==> config.mk <==
export PLATFORM = sky130hd
export DESIGN_NAME = gpr_exec_unit
export DESIGN_NICKNAME = d
export VERILOG_FILES = /design/src/rtl/gpr_exec_unit.sv
export SDC_FILE = /design/constraint.sdc
export NUM_CORES = 2
export LEC_CHECK = 0
export CORE_UTILIZATION = 60
export CTS_CLUSTER_DIAMETER = 150
export DETAILED_ROUTE_END_ITERATION = 16
export GPL_ROUTABILITY_DRIVEN = 0
export PLACE_DENSITY = 0.86
export SYNTH_ARGS = -nofsm -noshare
export SYNTH_HDL_FRONTEND = slang
export SYNTH_SLANG_ARGS = --single-unit
==> constraint.sdc <==
create_clock -name clk -period 32.1 [get_ports clk]
set_input_delay 8.025 -clock clk [delete_from_list [all_inputs] [get_ports clk]]
set_output_delay 8.025 -clock clk [all_outputs]
set_load 0.03 [all_outputs]
==> src/rtl/gpr_exec_unit.sv <==
// Clocked GPR execution unit: movsgpr/mov/add/sub/mul on a register file + SGPR.
// Optional EXEC_FLAGS_EN adds a {sign, carry, zero} flags register and port.
module gpr_exec_unit #(
  parameter int DW   = 16,
  parameter int NREG = 32
) (
  input  logic          clk,
  input  logic          rst,
  input  logic          ir_valid,
  output logic          ir_ready,
  input  logic [31:0]   ir,
  output logic          done,
  output logic          err,
  output logic [DW-1:0] sgpr,
  input  logic [4:0]    dbg_addr,
  output logic [DW-1:0] dbg_data
`ifdef EXEC_FLAGS_EN
  ,
  output logic [2:0]    flags
`endif
);

  localparam int AW = (NREG > 1) ? $clog2(NREG) : 1;
  localparam int CW = $clog2(DW);

  typedef enum logic [1:0] {IDLE, EXEC, MUL, WB} state_t;

  state_t            r_state, w_next;
  logic [DW-1:0]     r_gpr [NREG];
  logic [DW-1:0]     r_sgpr;
  logic [DW-1:0]     r_op1, r_op2;
  logic [4:0]        r_oper;
  logic              r_imm;
  logic [AW-1:0]     r_rdst;
  logic [2*DW-1:0]   r_acc, r_mcand;
  logic [DW-1:0]     r_mplier;
  logic [CW-1:0]     r_cnt;
  logic              r_done, r_err;
`ifdef EXEC_FLAGS_EN
  logic [2:0]        r_flags;
`endif

  logic              w_accept;
  logic [AW-1:0]     w_rdst, w_rs1, w_rs2;
  logic [DW-1:0]     w_isrc, w_op2;
  logic [DW:0]       w_sum;
  logic [DW-1:0]     w_res;
  logic              w_carry, w_ill;

  assign ir_ready = (r_state == IDLE);
  assign w_accept = ir_valid && ir_ready;
  assign w_rdst   = ir[22 +: AW];
  assign w_rs1    = ir[17 +: AW];
  assign w_rs2    = ir[11 +: AW];
  assign w_isrc   = DW'(ir[15:0]);
  assign w_op2    = ir[16] ? w_isrc : r_gpr[w_rs2];
  assign w_sum    = {1'b0, r_op1} + {1'b0, r_op2};

  assign done     = r_done;
  assign err      = r_err;
  assign sgpr     = r_sgpr;
  assign dbg_data = r_gpr[dbg_addr[AW-1:0]];
`ifdef EXEC_FLAGS_EN
  assign flags    = r_flags;
`endif

  always_comb begin
    w_res   = '0;
    w_carry = 1'b0;
    w_ill   = 1'b0;
    unique case (r_oper)
      5'd0: w_res = r_sgpr;
      5'd1: w_res = r_imm ? r_op2 : r_op1;
      5'd2: begin
        w_res   = w_sum[DW-1:0];
        w_carry = w_sum[DW];
      end
      5'd3: begin
        w_res   = r_op1 - r_op2;
        w_carry = (r_op1 < r_op2);
      end
      default: w_ill = 1'b1;
    endcase
  end

  always_comb begin
    w_next = r_state;
    unique case (r_state)
      IDLE: if (w_accept)
              w_next = (ir[31:27] == 5'd4) ? MUL : EXEC;
      EXEC: w_next = IDLE;
      MUL:  if (r_cnt == CW'(DW-1)) w_next = WB;
      WB:   w_next = IDLE;
      default: w_next = IDLE;
    endcase
  end

  always_ff @(posedge clk or posedge rst) begin
    if (rst) begin
      r_state  <= IDLE;
      for (int i = 0; i < NREG; i++) r_gpr[i] <= '0;
      r_sgpr   <= '0;
      r_op1    <= '0;
      r_op2    <= '0;
      r_oper   <= '0;
      r_imm    <= 1'b0;
      r_rdst   <= '0;
      r_acc    <= '0;
      r_mcand  <= '0;
      r_mplier <= '0;
      r_cnt    <= '0;
      r_done   <= 1'b0;
      r_err    <= 1'b0;
`ifdef EXEC_FLAGS_EN
      r_flags  <= '0;
`endif
    end else begin
      r_state <= w_next;
      r_done  <= 1'b0;
      r_err   <= 1'b0;
      // operands captured here, so rdst==src still sees the old value
      if (w_accept) begin
        r_oper   <= ir[31:27];
        r_imm    <= ir[16];
        r_rdst   <= w_rdst;
        r_op1    <= r_gpr[w_rs1];
        r_op2    <= w_op2;
        r_acc    <= '0;
        r_mcand  <= {{DW{1'b0}}, r_gpr[w_rs1]};
        r_mplier <= w_op2;
        r_cnt    <= '0;
      end
      unique case (r_state)
        EXEC: begin
          r_done <= 1'b1;
          r_err  <= w_ill;
          if (!w_ill) begin
            r_gpr[r_rdst] <= w_res;
`ifdef EXEC_FLAGS_EN
            r_flags <= {w_res[DW-1], w_carry, w_res == '0};
`endif
          end
        end
        MUL: begin
          if (r_mplier[0]) r_acc <= r_acc + r_mcand;
          r_mcand  <= r_mcand << 1;
          r_mplier <= r_mplier >> 1;
          r_cnt    <= r_cnt + 1'b1;
        end
        WB: begin
          r_gpr[r_rdst] <= r_acc[DW-1:0];
          r_sgpr        <= r_acc[2*DW-1:DW];
          r_done        <= 1'b1;
`ifdef EXEC_FLAGS_EN
          r_flags <= {r_acc[DW-1], r_acc[2*DW-1:DW] != '0,
                      r_acc[DW-1:0] == '0};
`endif
        end
        default: ;
      endcase
    end
  end

endmodule

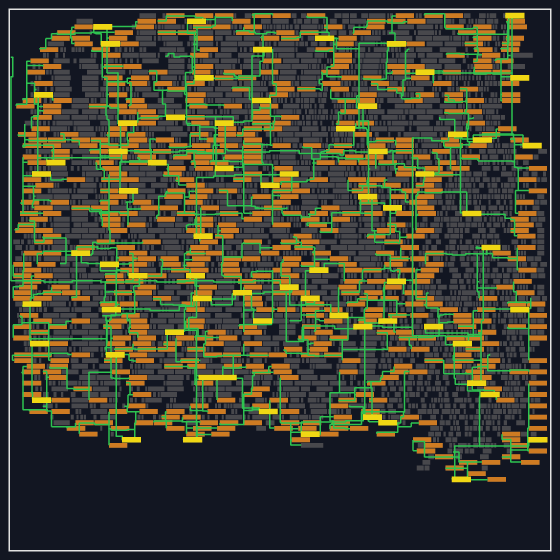
clock_wires.png
Green stands for clock wires, length 8330 um. Orange stands for flip-flops, count 659. Yellow stands for clock-net drivers, count 70.
Position of the flops: all over the die. There are 71 routed clock nets.
worst skew pair latency: 0.66 ns
Clk network pwr share: 0.402
P_clk: 865 uW
Clock Skew: 0.0361 ns

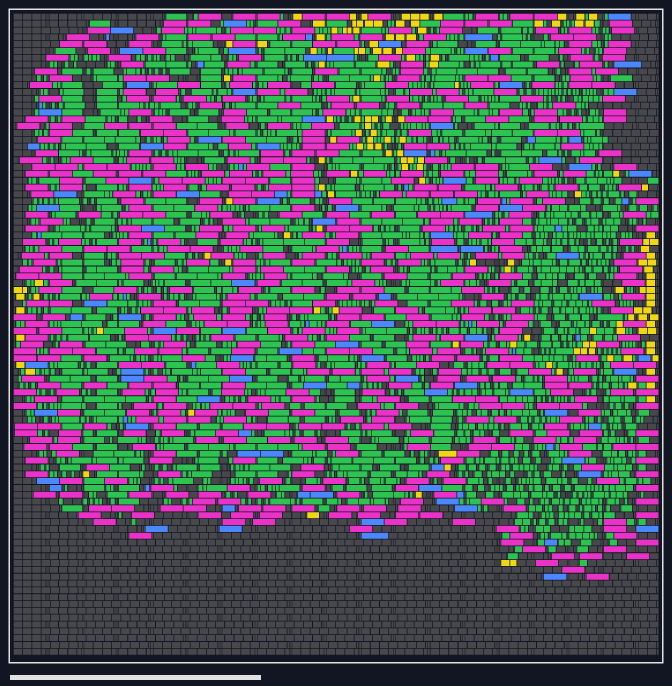
class_map.png
Bar = 100 um. Fill, decap, tap and diode cells in grey.
Green stands for remaining logic cells, cells 2567. Magenta stands for registers, cells 659. Blue stands for clock drivers and dummy loads, cells 122. Yellow stands for remaining buffers and delay cells, cells 153.

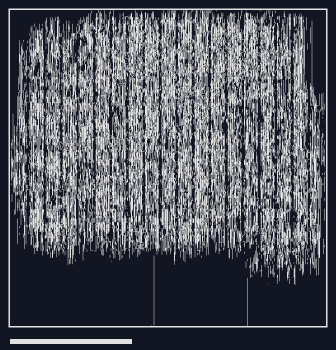
m2.png
Bar = 100 um.
The layer carries 57.0 mm of wire. The longest straight run is 71.4 um. The layer holds 44% of the routed length. The wires run mostly vertical.
Routed WL: 131 mm
routed via count: 33.6k
met2 usage: 0.570

==> reports/metrics.csv <==
stage,metric,value,unit
grt,overall routing resource usage,0.392,
placement,area post-placement,0.0410,mm^2
sta,Final min period,20.05,ns
final_layout,Area Growth Syn to Fin,9.04,%
worst_hold_path,Hold Startpoint,r_op1[0],
grt,M3 GR Usage,0.156,
critical_path,slowest library cell on the worst path,buf_4,
critical_path,worst path cell trace,"clkbuf_8, buf_4, mux4_2, mux4_2, mux2_2, clkdlybuf4s50_1",
final_layout,Comb area,0.0220,mm^2
clock_tree,# H-tree levels,3,
critical_path,worst reg2reg path depth,12,
critical_path,"critical path fanouts, max",74,
grt,first-pass GRT wire length,199,mm
detailed_routing,TritonRoute pass-1 iters,10,
clock_tree,postcts setup bufs,0,
critical_path,FF-to-FF setup slack,26.92,ns
clock_tree,CTS resizes,0,
final_layout,Nets,3541,
clock_tree,clock slew at reported path FFs,0.06,ns
detailed_routing,Post-route DRC,0,
final_layout,share of layout cells above drive strength 1,0.225,
grt,vias in the first global route,34100,
yosys,total number of yosys warnings,0,
placement,Detailed Place HPWL,77.6,mm
placement,I/O Buffers,74,
final_layout,most frequent cells in the layout,"nand2_1, dfrtp_1, mux4_2",
power_and_ir_drop,VDD IR max,0.0449,mV
critical_path,WP depth,6,
floorplanning,Site Rows,94,
final_layout,final std cells w/o fill,4366,
final_layout,most used logic cell in the final layout,nand2_1,
yosys,Syn Inst Count,3532,
critical_path,CP Buf/Inv Count,3,
sta,Max Clk Rate,49.9,MHz
clock_tree,CTS Root Cell,clkbuf_16,
sta,Max Slew Vio Count,0,
outcome,status,finished clean,
clock_tree,clock sink total,659,
floorplanning,Chip Area,0.0675,mm^2
final_layout,final core occ,0.661,
yosys,post-synthesis cell type count,74,
yosys,Yosys reg bits,659,
clock_tree,hold_buf cts,0,
yosys,Post-synth EDFFs,0,
critical_path,Top delay family on crit path,buffers and inverters,
power_and_ir_drop,Sw Ratio,0.288,
floorplanning,Core Region,0.0657,mm^2
[cell type report]
| class | instances | share of cell area |
|---|---|---|
| Timing Repair Buffer | 153 | 0.0305 |
| Inverter | 26 | 0.00242 |
| Sequential cell | 659 | 0.379 |
| Multi-Input combinational cell | 2541 | 0.507 |
| Clock inverter | 26 | 0.00789 |
| Tap cell | 864 | 0.0249 |
| Clock buffer | 96 | 0.0477 |
| Antenna cell | 1 | 0.0000576 |
[Yosys cell counts, types with 25 or more instances]
| cell type | number | area [um^2] |
|---|---|---|
| dfrtp_1 | 659 | 16500 |
| inv_1 | 25 | 93.8 |
| nand3_1 | 25 | 125 |
| buf_1 | 37 | 139 |
| a31oi_1 | 37 | 231 |
| nor2_1 | 162 | 608 |
| o21ai_1 | 105 | 526 |
| mux2_2 | 29 | 327 |
| o21ai_0 | 410 | 2050 |
| o31ai_2 | 34 | 425 |
| ha_1 | 48 | 601 |
| clkbuf_1 | 214 | 803 |
| nand2_1 | 747 | 2800 |
| mux2i_1 | 38 | 380 |
| mux4_2 | 480 | 10800 |
| a22oi_1 | 32 | 240 |
| xnor2_1 | 27 | 236 |
| buf_2 | 36 | 180 |
| a21oi_1 | 104 | 521 |
[sequential cells by signal, summed over array words and instances, names as in the netlist]
name and flops:
r_gpr 512, r_acc 32, r_mcand 32, r_mplier 16, r_op1 16, r_op2 16, sgpr 16, r_oper 5
r_rdst 5, r_cnt 4, r_state 2, done 1, err 1, r_imm 1
[cell families (layout without fill, tap and decap cells)]
group | count (synthesis) | count (layout) | share of synthesized area
simple gates | 1046 | 1046 | 0.108
compound gates | 852 | 852 | 0.128
flops | 659 | 659 | 0.414
mux | 547 | 547 | 0.289
buf+inv | 332 | 301 | 0.0356
fa+ha+maj | 50 | 50 | 0.0161
xor+xnor | 46 | 46 | 0.0103
other cells | 0 | 1 | 0
Power and IR drop assume default switching activity.
